flops_by_reg.png
(4 px per µm) Other sequential cells in the stronger gray, the rest of the logic in the fainter gray.
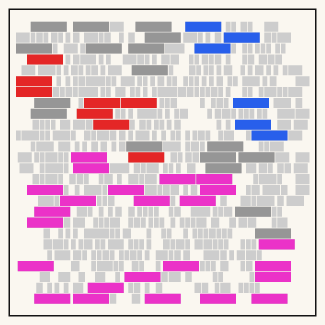
clocks.png
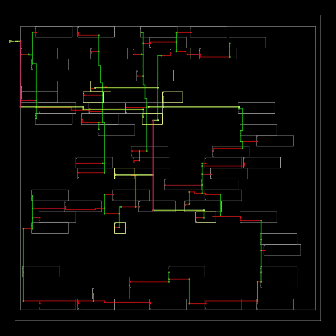
logic_types.png
(6 px per µm)
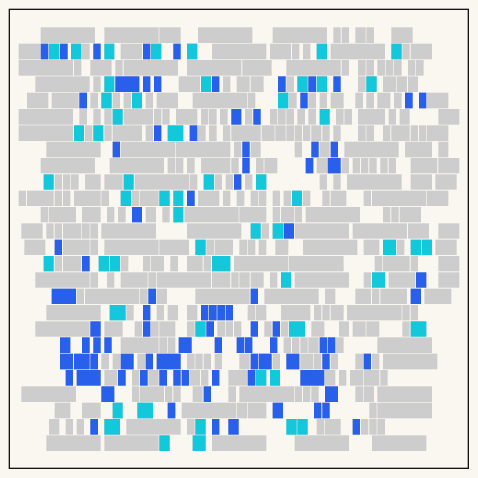
cell_density.png
(4 px per µm) 8 x 8 tiles, from dark purple (low) to yellow (high), 0 to 100% covered.
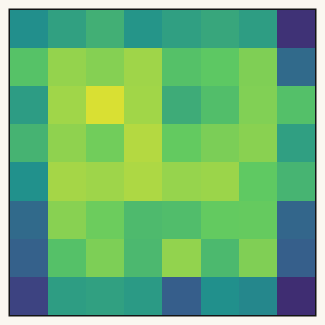
--- src/rtl/ir_cmd_controller_if.sv ---
// +--------------------------------------------------------------------------+
// | ir_cmd_controller_if : key input strobe and camera-control outputs       |
// | Rev 1.0                                                                  |
// +--------------------------------------------------------------------------+
`default_nettype none

interface ir_cmd_controller_if;
  logic [7:0] key_code;
  logic       key_valid;
  logic [2:0] filter_mode;
  logic [7:0] brightness;
  logic       freeze;
  logic       capture_pulse;
  logic       cmd_strobe;
  logic       unknown_key;
  logic       busy;

  modport master (
    output key_code, key_valid,
    input  filter_mode, brightness, freeze, capture_pulse, cmd_strobe, unknown_key, busy
  );

  modport slave (
    input  key_code, key_valid,
    output filter_mode, brightness, freeze, capture_pulse, cmd_strobe, unknown_key, busy
  );
endinterface

`default_nettype wire

--- src/rtl/ir_cmd_controller.sv ---
// +--------------------------------------------------------------------------+
// | ir_cmd_controller : IR key -> camera control with same-key hold-off      |
// | Rev 1.0                                                                  |
// +--------------------------------------------------------------------------+
`default_nettype none

module ir_cmd_controller #(
  parameter int         HOLDOFF_CYCLES = 12_500_000,
  parameter int         NUM_MODES      = 5,
  parameter int         BRIGHT_STEP    = 8,
  parameter logic [7:0] KEY_MODE_NEXT  = 8'h1A,
  parameter logic [7:0] KEY_MODE_PREV  = 8'h1B,
  parameter logic [7:0] KEY_BRIGHT_UP  = 8'h1C,
  parameter logic [7:0] KEY_BRIGHT_DN  = 8'h1D,
  parameter logic [7:0] KEY_FREEZE     = 8'h1E,
  parameter logic [7:0] KEY_CAPTURE    = 8'h1F,
  parameter logic [7:0] KEY_RESET      = 8'h12
) (
  input  logic                 clk,
  input  logic                 rst_n,
  ir_cmd_controller_if.slave   bus
);

  localparam int         CNT_W    = (HOLDOFF_CYCLES > 1) ? $clog2(HOLDOFF_CYCLES) : 1;
  localparam logic [CNT_W-1:0] CNT_LOAD = CNT_W'(HOLDOFF_CYCLES - 1);
  localparam logic [2:0] MODE_MAX = 3'(NUM_MODES - 1);

  typedef enum logic [1:0] {
    IDLE    = 2'd0,
    DECODE  = 2'd1,
    APPLY   = 2'd2,
    HOLDOFF = 2'd3
  } state_t;

  state_t           state, state_nxt;
  logic [7:0]       cur_code, cur_code_nxt;
  logic [7:0]       last_code, last_code_nxt;
  logic [CNT_W-1:0] cnt, cnt_nxt;
  logic [2:0]       mode, mode_nxt;
  logic [7:0]       bright, bright_nxt;
  logic             frz, frz_nxt;
  logic             cap, cap_nxt;
  logic             cmd, cmd_nxt;
  logic             unk, unk_nxt;

  logic signed [8:0] up_sum;
  logic signed [8:0] dn_sum;

  // Sums are formed one bit wider so saturation can be decided without wrap.
  assign up_sum = $signed({bright[7], bright}) + $signed(9'(BRIGHT_STEP));
  assign dn_sum = $signed({bright[7], bright}) - $signed(9'(BRIGHT_STEP));

  always_ff @(posedge clk or negedge rst_n) begin
    if (!rst_n) begin
      state     <= IDLE;
      cur_code  <= 8'h00;
      last_code <= 8'h00;
      cnt       <= '0;
      mode      <= 3'd0;
      bright    <= 8'h00;
      frz       <= 1'b0;
      cap       <= 1'b0;
      cmd       <= 1'b0;
      unk       <= 1'b0;
    end else begin
      state     <= state_nxt;
      cur_code  <= cur_code_nxt;
      last_code <= last_code_nxt;
      cnt       <= cnt_nxt;
      mode      <= mode_nxt;
      bright    <= bright_nxt;
      frz       <= frz_nxt;
      cap       <= cap_nxt;
      cmd       <= cmd_nxt;
      unk       <= unk_nxt;
    end
  end

  always_comb begin
    state_nxt     = state;
    cur_code_nxt  = cur_code;
    last_code_nxt = last_code;
    cnt_nxt       = (cnt != '0) ? cnt - CNT_W'(1) : cnt;
    mode_nxt      = mode;
    bright_nxt    = bright;
    frz_nxt       = frz;
    cap_nxt       = 1'b0;
    cmd_nxt       = 1'b0;
    unk_nxt       = 1'b0;

    case (state)
      IDLE: begin
        if (bus.key_valid) begin
          cur_code_nxt = bus.key_code;
          state_nxt    = DECODE;
        end
      end

      DECODE: begin
        // Window only blocks a repeat of the same key; the counter is not reloaded.
        if ((cnt != '0) && (cur_code == last_code)) state_nxt = HOLDOFF;
        else                                        state_nxt = APPLY;
      end

      APPLY: begin
        last_code_nxt = cur_code;
        cnt_nxt       = CNT_LOAD;
        state_nxt     = HOLDOFF;
        cmd_nxt       = 1'b1;
        if (cur_code == KEY_MODE_NEXT) begin
          mode_nxt = (mode == MODE_MAX) ? 3'd0 : mode + 3'd1;
        end else if (cur_code == KEY_MODE_PREV) begin
          mode_nxt = (mode == 3'd0) ? MODE_MAX : mode - 3'd1;
        end else if (cur_code == KEY_BRIGHT_UP) begin
          bright_nxt = (up_sum > 9'sd127) ? 8'h7F : up_sum[7:0];
        end else if (cur_code == KEY_BRIGHT_DN) begin
          bright_nxt = (dn_sum < -9'sd128) ? 8'h80 : dn_sum[7:0];
        end else if (cur_code == KEY_FREEZE) begin
          frz_nxt = ~frz;
        end else if (cur_code == KEY_CAPTURE) begin
          cap_nxt = 1'b1;
        end else if (cur_code == KEY_RESET) begin
          mode_nxt   = 3'd0;
          bright_nxt = 8'h00;
          frz_nxt    = 1'b0;
        end else begin
          cmd_nxt = 1'b0;
          unk_nxt = 1'b1;
        end
      end

      HOLDOFF: begin
        if (bus.key_valid) begin
          cur_code_nxt = bus.key_code;
          state_nxt    = DECODE;
        end else if (cnt == '0) begin
          state_nxt = IDLE;
        end
      end

      default: state_nxt = IDLE;
    endcase
  end

  assign bus.filter_mode   = mode;
  assign bus.brightness    = bright;
  assign bus.freeze        = frz;
  assign bus.capture_pulse = cap;
  assign bus.cmd_strobe    = cmd;
  assign bus.unknown_key   = unk;
  assign bus.busy          = (state != IDLE);

endmodule

`default_nettype wire

--- src/flat_wrapper.sv ---
// flat-port wrapper written by rule: the top's interface ports become plain ports
module ir_cmd_controller_flat 
#(
  parameter int         HOLDOFF_CYCLES = 12_500_000,
  parameter int         NUM_MODES      = 5,
  parameter int         BRIGHT_STEP    = 8,
  parameter logic [7:0] KEY_MODE_NEXT  = 8'h1A,
  parameter logic [7:0] KEY_MODE_PREV  = 8'h1B,
  parameter logic [7:0] KEY_BRIGHT_UP  = 8'h1C,
  parameter logic [7:0] KEY_BRIGHT_DN  = 8'h1D,
  parameter logic [7:0] KEY_FREEZE     = 8'h1E,
  parameter logic [7:0] KEY_CAPTURE    = 8'h1F,
  parameter logic [7:0] KEY_RESET      = 8'h12
)
  (clk, rst_n, bus_key_code, bus_key_valid, bus_filter_mode, bus_brightness, bus_freeze, bus_capture_pulse, bus_cmd_strobe, bus_unknown_key, bus_busy);
  ir_cmd_controller_if bus_i ();
  input  logic clk;
  input  logic rst_n;
  input wire logic [$bits(bus_i.key_code)-1:0] bus_key_code;
  input wire logic [$bits(bus_i.key_valid)-1:0] bus_key_valid;
  output wire logic [$bits(bus_i.filter_mode)-1:0] bus_filter_mode;
  output wire logic [$bits(bus_i.brightness)-1:0] bus_brightness;
  output wire logic [$bits(bus_i.freeze)-1:0] bus_freeze;
  output wire logic [$bits(bus_i.capture_pulse)-1:0] bus_capture_pulse;
  output wire logic [$bits(bus_i.cmd_strobe)-1:0] bus_cmd_strobe;
  output wire logic [$bits(bus_i.unknown_key)-1:0] bus_unknown_key;
  output wire logic [$bits(bus_i.busy)-1:0] bus_busy;
  assign bus_i.key_code = bus_key_code;
  assign bus_i.key_valid = bus_key_valid;
  assign bus_filter_mode = bus_i.filter_mode;
  assign bus_brightness = bus_i.brightness;
  assign bus_freeze = bus_i.freeze;
  assign bus_capture_pulse = bus_i.capture_pulse;
  assign bus_cmd_strobe = bus_i.cmd_strobe;
  assign bus_unknown_key = bus_i.unknown_key;
  assign bus_busy = bus_i.busy;
  ir_cmd_controller #(.HOLDOFF_CYCLES(HOLDOFF_CYCLES), .NUM_MODES(NUM_MODES), .BRIGHT_STEP(BRIGHT_STEP), .KEY_MODE_NEXT(KEY_MODE_NEXT), .KEY_MODE_PREV(KEY_MODE_PREV), .KEY_BRIGHT_UP(KEY_BRIGHT_UP), .KEY_BRIGHT_DN(KEY_BRIGHT_DN), .KEY_FREEZE(KEY_FREEZE), .KEY_CAPTURE(KEY_CAPTURE), .KEY_RESET(KEY_RESET)) u_core (.clk(clk), .rst_n(rst_n), .bus(bus_i));
endmodule
--- config.mk ---
export PLATFORM = sky130hd
export DESIGN_NAME = ir_cmd_controller_flat
export DESIGN_NICKNAME = d
export VERILOG_FILES = /design/src/rtl/ir_cmd_controller_if.sv /design/src/rtl/ir_cmd_controller.sv /design/src/flat_wrapper.sv
export SDC_FILE = /design/constraint.sdc
export NUM_CORES = 1
export LEC_CHECK = 0
export ABC_AREA = 1
export CAP_MARGIN = 20
export CORE_UTILIZATION = 63
export CTS_CLUSTER_SIZE = 40
export DETAILED_ROUTE_END_ITERATION = 16
export PLACE_DENSITY = 0.85
export SETUP_SLACK_MARGIN = 0.5
export SYNTH_ARGS = -nofsm -noshare
export SYNTH_HDL_FRONTEND = slang
export SYNTH_SLANG_ARGS = --single-unit
export TNS_END_PERCENT = 50
--- constraint.sdc ---
create_clock -name clk -period 4.9 [get_ports clk]
set_input_delay 0.98 -clock clk [delete_from_list [all_inputs] [get_ports clk]]
set_output_delay 0.98 -clock clk [all_outputs]
set_load 0.05 [all_outputs]
==> out/qor.txt <==
PortBufs -> 26
Crit Path Class -> flop to output pin
Critical path buffer and inverter count -> 3
Outcome -> complete, no violations
Worst Hold End -> u_core.last_code[2]$_DFFE_PN0P_
Top pwr grp -> combinational logic
Cell count in the Yosys report -> 481
Max Cap Viol -> 0
Post-synth regs -> 55
Die H -> 76.3 µm
All-Layer GR Usage -> 28.0%
FILL cells -> 411
Worst Hold Class -> flop to flop
CTS max path bufs -> 2
Peak supply drop -> 402 µV
CP max stage delay -> 0.79 ns
Power of the combinational group -> 752 µW
Net load switching power -> 775 µW
# diodes -> 0
Power Sequential -> 683 µW
Worst R2R End -> u_core.cnt[15]$_DFFE_PN0P_
Gpl congestion -> 0.925
Seq area share -> 35.5%
Hold depth -> 2
Post-synth EDFFs -> 0
RSZ-0062 raised after global routing -> false
Register share after synthesis -> 39.6%
Cell area leaders -> dfrtp_1 (40%), nand2_1 (14%), nor2_1 (7.3%)
Clock Sinks -> 55
Synth unique cells -> 39
Post-synth ARST share -> 100%
-- flops_by_reg.png (at the start) --
name in the netlist	color	placed flops
u_core.last_code	red	8
u_core.cnt	magenta	24
u_core.bus.brightness	blue	6
not colored	17

-- clocks.png (at the start) --
# clk buffers: 7
FFs & Latches: 55
clk_skew: 0.00554 ns
total CTS buffers: 5

-- logic_types.png (at the start) --
family	color	cells
NOR gates	blue	91
inverting AOI/OAI gates	cyan	55

-- cell_density.png (at the start) --
fullest tile	94%
densest ninth of the die	center
mean over tiles	65%
tiles over 75% full	42%
core area: 0.00520 mm²
Layout Utilization: 74.5%
fp_density: 66.8%

sequential cells by signal (all words and copies together) (netlist names):
| name | flops |
|---|---|
| u_core.bus.freeze | 1 |
| u_core.bus.cmd_strobe | 1 |
| u_core.bus.unknown_key | 1 |
| u_core.bus.capture_pulse | 1 |
| u_core.bus.brightness | 6 |
| u_core.bus.filter_mode | 3 |
| u_core.state | 2 |
| u_core.cur_code | 8 |
| u_core.last_code | 8 |
| u_core.cnt | 24 |
cell usage in the layout, fill, tap and decap left out, drive strengths merged, types with 5 or more instances in the layout:
cell,count
nand3,28
nor2,80
ha,13
xor2,8
nand2,134
nor3,9
o21ai,25
nand4,7
clkdlybuf4s50,25
a21oi,21
inv,64
clkbuf,7
or2,5
dfrtp,55
Power figures rest on the tool's default switching activity, not on a simulated workload.
